**Run 1: clock network drawn from the DEF**

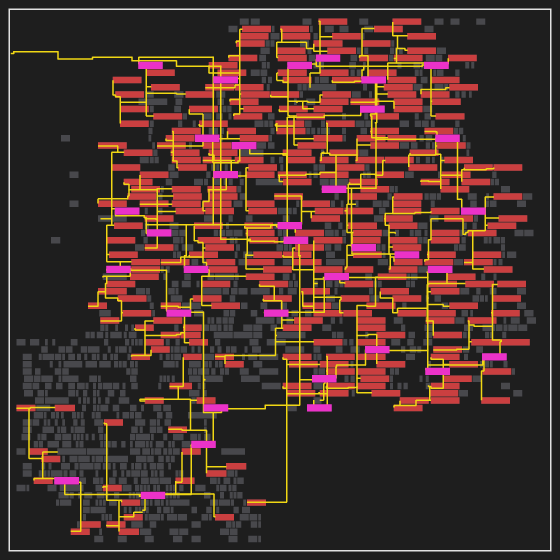
**Run 1: routing congestion**

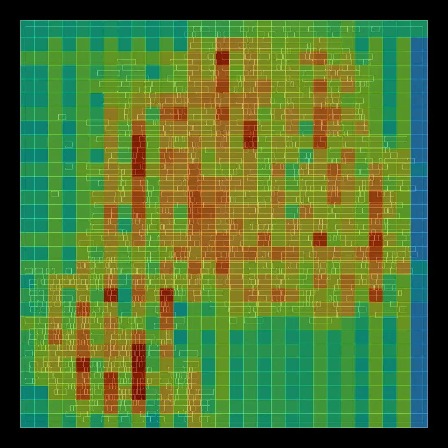
**Run 1: floorplan with the power grid**

The bar under the picture is 50 um long. Pins as bars on the die edge.
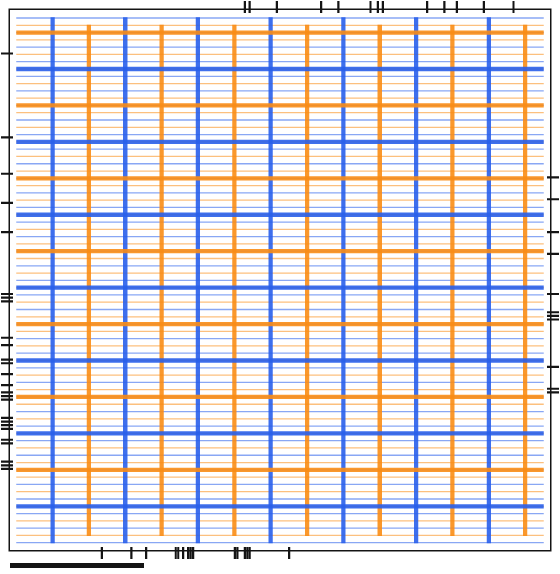
File: src/rtl/scope_pkg.sv
// Shared definitions for the scope capture buffer: state encoding and width.
// Readout control imports these so both sides decode `state` the same way.
package scope_pkg;

  localparam int ST_W = 2;

  typedef enum logic [ST_W-1:0] {
    ST_FILL  = 2'd0,
    ST_ARMED = 2'd1,
    ST_POST  = 2'd2,
    ST_DONE  = 2'd3
  } scope_state_t;

endpackage

File: src/rtl/scope_mem.sv
// Sample storage for the capture buffer.
// Writes are synchronous and reads are asynchronous, so dout follows the read pointer within the same cycle.
module scope_mem #(
  parameter int AW = 4,
  parameter int DW = 16
) (
  input  logic          clk,
  input  logic          we,
  input  logic [AW-1:0] waddr,
  input  logic [DW-1:0] wdata,
  input  logic [AW-1:0] raddr,
  output logic [DW-1:0] rdata
);

  logic [DW-1:0] mem_reg [2**AW];

  always_ff @(posedge clk) begin
    if (we) mem_reg[waddr] <= wdata;
  end

  assign rdata = mem_reg[raddr];

endmodule

File: src/rtl/scope_buffer_mc.sv
// Multi-channel scope capture buffer: decimated capture, pre-trigger fill, post-trigger count,
// trigger-position report and FIFO readout once capture has finished.
module scope_buffer_mc
  import scope_pkg::*;
#(
  parameter int N     = 8,
  parameter int NCH   = 2,
  parameter int NSAMP = 4,
  parameter int DECW  = 4
) (
  input  logic              clk,
  input  logic              reset_n,
  input  logic              rearm,
  input  logic              trigger,
  input  logic              halt,
  input  logic [NSAMP-1:0]  npre,
  input  logic [NSAMP-1:0]  npost,
  input  logic [DECW-1:0]   decim,
  input  logic [NCH*N-1:0]  din,
  input  logic              din_latch,
  output logic [ST_W-1:0]   state,
  output logic              triggered,
  output logic              done,
  output logic [NSAMP:0]    count,
  output logic [NSAMP-1:0]  tpos,
  output logic [NCH*N-1:0]  dout,
  output logic              dout_ready,
  input  logic              dout_pop
);

  localparam logic [NSAMP:0] CNT_MAX = (NSAMP+1)'((2**NSAMP) - 1);

  scope_state_t     state_reg, state_next;
  logic             triggered_reg, triggered_next;
  logic [NSAMP:0]   count_reg, count_next;
  logic [NSAMP:0]   post_held_reg, post_held_next;
  logic [NSAMP-1:0] postcnt_reg, postcnt_next;
  logic [NSAMP-1:0] wptr_reg, wptr_next;
  logic [NSAMP-1:0] rptr_reg, rptr_next;
  logic [NSAMP-1:0] tpos_reg, tpos_next;
  logic [DECW-1:0]  dcnt_reg, dcnt_next;
  logic             accept;
  logic             store;
  logic             pop_ok;

  // halt outranks trigger; a zero-length post capture leaves the trigger-cycle sample out.
  assign accept = (state_reg == ST_ARMED) && trigger && !halt;
  assign store  = din_latch && (dcnt_reg == '0) && (state_reg != ST_DONE) && !rearm
                  && !(accept && (npost == '0));
  assign pop_ok = dout_pop && (state_reg == ST_DONE) && (count_reg != '0);

  always_comb begin
    state_next     = state_reg;
    triggered_next = triggered_reg;
    count_next     = count_reg;
    post_held_next = post_held_reg;
    postcnt_next   = postcnt_reg;
    wptr_next      = wptr_reg;
    rptr_next      = rptr_reg;
    tpos_next      = tpos_reg;
    dcnt_next      = dcnt_reg;

    if (din_latch && (state_reg != ST_DONE)) begin
      dcnt_next = (dcnt_reg == decim) ? '0 : dcnt_reg + 1'b1;
    end
    if (accept) dcnt_next = '0;

    if (store) begin
      wptr_next = wptr_reg + 1'b1;
      if (count_reg == CNT_MAX) rptr_next = rptr_reg + 1'b1;
      else                      count_next = count_reg + 1'b1;
    end
    if (pop_ok) begin
      rptr_next  = rptr_reg + 1'b1;
      count_next = count_reg - 1'b1;
    end

    // post_held tracks post-trigger words still in the buffer, capped once they fill it
    if (accept) begin
      post_held_next = store ? (NSAMP+1)'(1) : '0;
    end else if (store && (state_reg == ST_POST)) begin
      if (!((count_reg == CNT_MAX) && (post_held_reg == count_reg))) begin
        post_held_next = post_held_reg + 1'b1;
      end
    end

    case (state_reg)
      ST_FILL: begin
        if (halt) begin
          state_next = ST_DONE;
          tpos_next  = count_next[NSAMP-1:0];
        end else if (count_next >= {1'b0, npre}) begin
          state_next = ST_ARMED;
        end
      end
      ST_ARMED: begin
        if (halt) begin
          state_next = ST_DONE;
          tpos_next  = count_next[NSAMP-1:0];
        end else if (accept) begin
          triggered_next = 1'b1;
          if (npost == '0) begin
            state_next = ST_DONE;
            tpos_next  = count_next[NSAMP-1:0];
          end else if (store && (npost == NSAMP'(1))) begin
            state_next = ST_DONE;
            tpos_next  = NSAMP'(count_next - post_held_next);
          end else begin
            state_next   = ST_POST;
            postcnt_next = store ? npost - 1'b1 : npost;
          end
        end
      end
      ST_POST: begin
        if (halt) begin
          state_next = ST_DONE;
          tpos_next  = count_next[NSAMP-1:0];
        end else if (store) begin
          postcnt_next = postcnt_reg - 1'b1;
          if (postcnt_reg == NSAMP'(1)) begin
            state_next = ST_DONE;
            tpos_next  = NSAMP'(count_next - post_held_next);
          end
        end
      end
      default: ;
    endcase
  end

  always_ff @(posedge clk) begin
    if (!reset_n || rearm) begin
      state_reg     <= ST_FILL;
      triggered_reg <= 1'b0;
      count_reg     <= '0;
      post_held_reg <= '0;
      postcnt_reg   <= '0;
      wptr_reg      <= '0;
      rptr_reg      <= '0;
      tpos_reg      <= '0;
      dcnt_reg      <= '0;
    end else begin
      state_reg     <= state_next;
      triggered_reg <= triggered_next;
      count_reg     <= count_next;
      post_held_reg <= post_held_next;
      postcnt_reg   <= postcnt_next;
      wptr_reg      <= wptr_next;
      rptr_reg      <= rptr_next;
      tpos_reg      <= tpos_next;
      dcnt_reg      <= dcnt_next;
    end
  end

  scope_mem #(
    .AW (NSAMP),
    .DW (NCH*N)
  ) u_mem (
    .clk   (clk),
    .we    (store && reset_n),
    .waddr (wptr_reg),
    .wdata (din),
    .raddr (rptr_reg),
    .rdata (dout)
  );

  assign state      = state_reg;
  assign triggered  = triggered_reg;
  assign done       = (state_reg == ST_DONE);
  assign count      = count_reg;
  assign tpos       = tpos_reg;
  assign dout_ready = done && (count_reg != '0);

endmodule
File: config.mk
export PLATFORM = sky130hd
export DESIGN_NAME = scope_buffer_mc
export DESIGN_NICKNAME = d
export VERILOG_FILES = /design/src/rtl/scope_pkg.sv /design/src/rtl/scope_mem.sv /design/src/rtl/scope_buffer_mc.sv
export SDC_FILE = /design/constraint.sdc
export NUM_CORES = 1
export LEC_CHECK = 0
export ABC_AREA = 1
export CAP_MARGIN = 20
export CORE_MARGIN = 2
export CORE_UTILIZATION = 33
export CTS_CLUSTER_SIZE = 28
export DETAILED_ROUTE_END_ITERATION = 10
export HOLD_SLACK_MARGIN = 0.12
export SYNTH_ARGS = -nofsm -noshare
export SYNTH_HDL_FRONTEND = slang
export SYNTH_SLANG_ARGS = --single-unit
File: constraint.sdc
create_clock -name clk -period 2.8 [get_ports clk]
set_input_delay 0.28 -clock clk [delete_from_list [all_inputs] [get_ports clk]]
set_output_delay 0.28 -clock clk [all_outputs]
set_load 0.005 [all_outputs]
==> impl_metrics.tcl, run 1 <==
# yosys + openroad results
set metrics [dict create \
    status "completed" \
    hpwl_mm 18.6 \
    final_cells 1757 \
    setup_violations 0 \
    largest_area_cell "edfxtp_1" \
    synthDistinctLibCells 48 \
    cts_buffers 34 \
    r2r_slack_ns 0.13 \
    grt_pass1_wl_mm 47.2 \
    syn_area_um2 12900 \
    cts.sinks 293 \
    grt_overflow 0 \
    crit_fanout 4 \
    cp.required_ns 3.21 \
    area_growth_pct 26.4 \
    cp-endpoint "state[0]$_SDFFE_PP0P_" \
    ant_nets 0 \
    worst_r2r_endpoint "state[0]$_SDFFE_PP0P_" \
    cts_root_buffer "clkbuf_16" \
    antenna_found_initial 2 \
    fp-row-count 72 \
    leakagePower_uw 0.00566 \
    grt_max_degree 58 \
]
## Picture notes: 'clock network drawn from the DEF'
- clock-net drivers: magenta (count 34)
- flip-flops: red (count 293)
- clock wires: yellow (length 3670 um)
- routed clock nets: 35
clock power share: 0.465
clock skew: 0.0111 ns
Clk. pwr: 4670 uW
Late-Pin Clk Latency: 0.52 ns

## Picture notes: 'routing congestion'
met2 Use GR: 0.249
met3 Usage GRT: 0.0305
routed len/inst: 17.2 um

## Picture notes: 'floorplan with the power grid'
- VDD: orange
- VSS: blue
- met5 straps: 14
- rows: 72
- met1 rails: 73
- met4 straps: 14
maximum VDD drop: 0.000304 V
Core ar.: 38600 um2
die width: 202 um

run 1: cell type report:
| cell class | instances | area [um2] |
|---|---|---|
| Multi-Input combinational cell | 594 | 3920 |
| Antenna cell | 1 | 2.50 |
| Inverter | 130 | 498 |
| Clock inverter | 15 | 238 |
| Sequential cell | 293 | 8440 |
| Fill cell | 3647 | 22300 |
| Clock buffer | 46 | 948 |
| Tap cell | 518 | 648 |
| Timing Repair Buffer | 160 | 1590 |
run 1: through the flow:
stage	util	hold WS, ns	instance area, um2
global route	0.422	0.517	16300
floorplan	-	0.379	12900
detailed placement	0.385	0.470	14800
global placement	0.385	0.454	14800
CTS	0.417	0.484	16100
finish	0.422	0.478	16300
run 1: placed cells by master, fill, tap and decap left out, types with 4 or more instances in the layout:
cell type,count
nor2_1,45
clkbuf_1,9
ha_1,21
inv_4,4
nand2_4,5
nand3_2,6
clkinv_1,5
nand2_1,78
clkbuf_16,36
nor2_2,10
mux2i_1,64
buf_12,15
edfxtp_1,256
dfxtp_2,7
ha_4,4
inv_1,116
a211oi_1,4
a21oi_1,82
buf_4,77
nand4_1,6
o21ai_2,7
xor2_1,9
inv_2,10
clkdlybuf4s50_1,62
nor3_2,11
bufinv_16,6
nand2_2,5
dfxtp_1,29
o211ai_1,64
o21ai_0,103
nand3_1,35
o21ai_1,6
run 1: repair_timing:
| item | CTS | global route |
|---|---|---|
| pin swaps | 2 | 20 |
| endpoints found under the setup margin | 19 | 10 |
| setup buffers | 3 | 7 |
| gates resized | 4 | 44 |
| hold buffers | 0 | 0 |
run 1: tightest hold or removal path: cells and delay by family, from the launching register on:
family           cells  cell delay [ns]
flip-flops           1             0.32
AND/OR/NAND/NOR      2             0.12
run 1: power breakdown:
group	internal (uW)	switching, uW
Clock	2940	1720
Combinational	256	323
Sequential	4770	15.1
Total	7970	2060
run 1: routing by layer:
metal  wire length, um  GRT usage  part of all wire  vias up
li1                  -          -                 -     4122
met1             13700      0.197              0.45     4147
met2             14400      0.249              0.48      186
met3              1610     0.0305             0.053       48
met4               558     0.0423             0.018        2
met5                16          0           0.00053        -
run 1: worst min path at each step:
stage | start | depth (start not counted) | endpoint
finish | triggered$_SDFFE_PP0P_ | 2 | triggered$_SDFFE_PP0P_
global route | triggered$_SDFFE_PP0P_ | 2 | triggered$_SDFFE_PP0P_
CTS | triggered$_SDFFE_PP0P_ | 2 | triggered$_SDFFE_PP0P_
detailed placement | triggered$_SDFFE_PP0P_ | 2 | triggered$_SDFFE_PP0P_
global placement | triggered$_SDFFE_PP0P_ | 2 | triggered$_SDFFE_PP0P_
floorplan | din[0] | 0 | u_mem.mem_reg[0][0]$_DFFE_PP_
run 1: logic make-up (layout without fill, tap and decap cells):
| kind of cell | after synthesis | count (layout) | share of synthesized area |
|---|---|---|---|
| adder cells (fa/ha/maj) | 28 | 28 | 0.0278 |
| XOR/XNOR | 11 | 11 | 0.00748 |
| AND/OR/NAND/NOR | 217 | 217 | 0.0808 |
| multiplexers | 64 | 64 | 0.0497 |
| other | 0 | 1 | 0 |
| buffers and inverters | 182 | 351 | 0.0563 |
| flip-flops | 293 | 293 | 0.654 |
| AND-OR/OR-AND | 274 | 274 | 0.123 |
**Run 1: cells coloured by class**

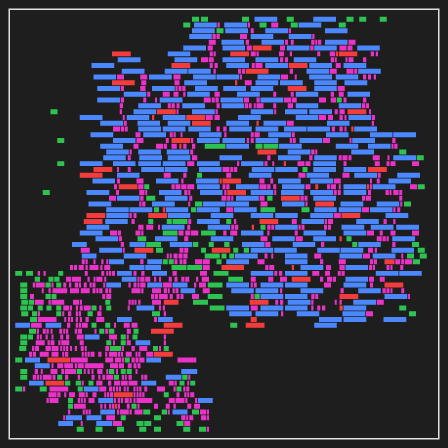

==> inputs of run 2 (changes only) <==
- TNS_END_PERCENT: default -> 50
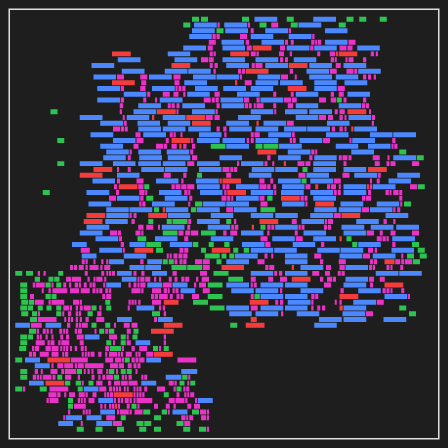
**Above:** run 2 (cells coloured by class).
- remaining logic cells: magenta (cells 724; share of their area 28%)
- remaining buffers and delay cells: green (cells 160; share of their area 10%)
- clock drivers and dummy loads: red (cells 61; share of their area 7.6%)
- registers: blue (cells 293; share of their area 54%)
final core utilization: 0.422
Seq area share: 0.519
cell area after layout: 16300 um2
row count: 72

==> impl_metrics.tcl, run 2 <==
# yosys + openroad results
set metrics [dict create \
    status "completed" \
    fp.dieW_um 202 \
    cts.sinks 293 \
    whs_ns 0.478 \
    post_drt_wl_per_cell_um 17.3 \
    worst_r2r_endpoint "tpos[2]$_SDFFE_PP0P_" \
    mostFrequentLayoutCell "edfxtp_1" \
    syn_area_um2 12900 \
    cp-endpoint "dout[1]" \
    cts_buffers 34 \
    grt_overflow 0 \
    setup_violations 0 \
    fill_cells 3646 \
    cp.required_ns 2.52 \
    finClkSkew_ns 0.0105 \
    register_area_um2 8440 \
    grt_max_degree 58 \
    layout_top_cells "edfxtp_1, inv_1, o21ai_0" \
    cts_root_buffer "clkbuf_16" \
    area_growth_pct 26.4 \
    synthDistinctLibCells 48 \
    antenna_found_initial 2 \
    ir_drop_v 0.000305 \
]
## run 2: final cells by class
| cell class | instances | share of cell area |
|---|---|---|
| diodes | 1 | 0.000154 |
| well taps | 518 | 0.0398 |
| clock inverters | 15 | 0.0146 |
| clock buffers | 46 | 0.0583 |
| multi-input cells | 594 | 0.241 |
| flip-flops and latches | 293 | 0.519 |
| repair buffers | 160 | 0.0968 |
| inverters | 130 | 0.0306 |
## run 2: cell families (layout without fill, tap and decap cells)
group | after synthesis | count (layout) | share of synthesized area
DFF | 293 | 293 | 0.654
AOI/OAI and AO/OA | 274 | 274 | 0.123
and+or+nand+nor | 217 | 217 | 0.0808
buffers and inverters | 182 | 351 | 0.0563
muxes | 64 | 64 | 0.0497
adders and majority gates | 28 | 28 | 0.0278
xor gates and xnor gates | 11 | 11 | 0.00748
other | 0 | 1 | 0
## run 2: power by group
part	internal (uW)	switching (uW)	total, uW
Sequential	4770	15.0	4790
Clock	2940	1730	4670
Combinational	257	324	581
Total	7970	2070	10000
## run 2: how the worst min path moves through the flow
stage,slack [ns],start,end,cells past startpoint
2_1_floorplan,0.38,din[0],u_mem.mem_reg[0][0]$_DFFE_PP_,0
3_3_place_gp,0.45,triggered$_SDFFE_PP0P_,triggered$_SDFFE_PP0P_,2
3_5_place_dp,0.47,triggered$_SDFFE_PP0P_,triggered$_SDFFE_PP0P_,2
4_1_cts,0.48,triggered$_SDFFE_PP0P_,triggered$_SDFFE_PP0P_,2
5_1_grt,0.52,triggered$_SDFFE_PP0P_,triggered$_SDFFE_PP0P_,2
6_report,0.48,triggered$_SDFFE_PP0P_,triggered$_SDFFE_PP0P_,2
## run 2: worst reg2reg max path, delay by kind of cell, from the launching register on
family                   cells  cell delay [ns]
AND/OR/NAND/NOR              7             0.68
flip-flops                   1             0.32
AND-OR/OR-AND                3             0.42
adder cells (fa/ha/maj)      3             0.69
buffers and inverters        3             0.17
XOR/XNOR                     2             0.29
## run 2: per-layer routing
metal	global-route usage	wire length [um]	part of all wire
met5	0	16	0.00053
met4	0.0423	507	0.017
met3	0.0305	1570	0.052
met1	0.197	13800	0.45
met2	0.249	14500	0.48
## run 2: metrics by stage
| step | area [um2] | power (uW) |
|---|---|---|
| after floorplan | 12900 | 5150 |
| after global placement | 14800 | 5410 |
| after detailed placement | 14800 | 5410 |
| after CTS | 16100 | 10100 |
| after global routing | 16300 | 10400 |
| final | 16300 | 10000 |
## run 2: repair_timing
| action | in CTS | in global routing |
|---|---|---|
| setup endpoints to repair | 19 | 10 |
| resized | 2 | 44 |
| hold buffers | 0 | 0 |
| hold endpoints to repair | 0 | 0 |
| pin swaps | 1 | 25 |
| setup buffers | 3 | 7 |
No activity file was given, so power comes from the tool's default toggle rates.
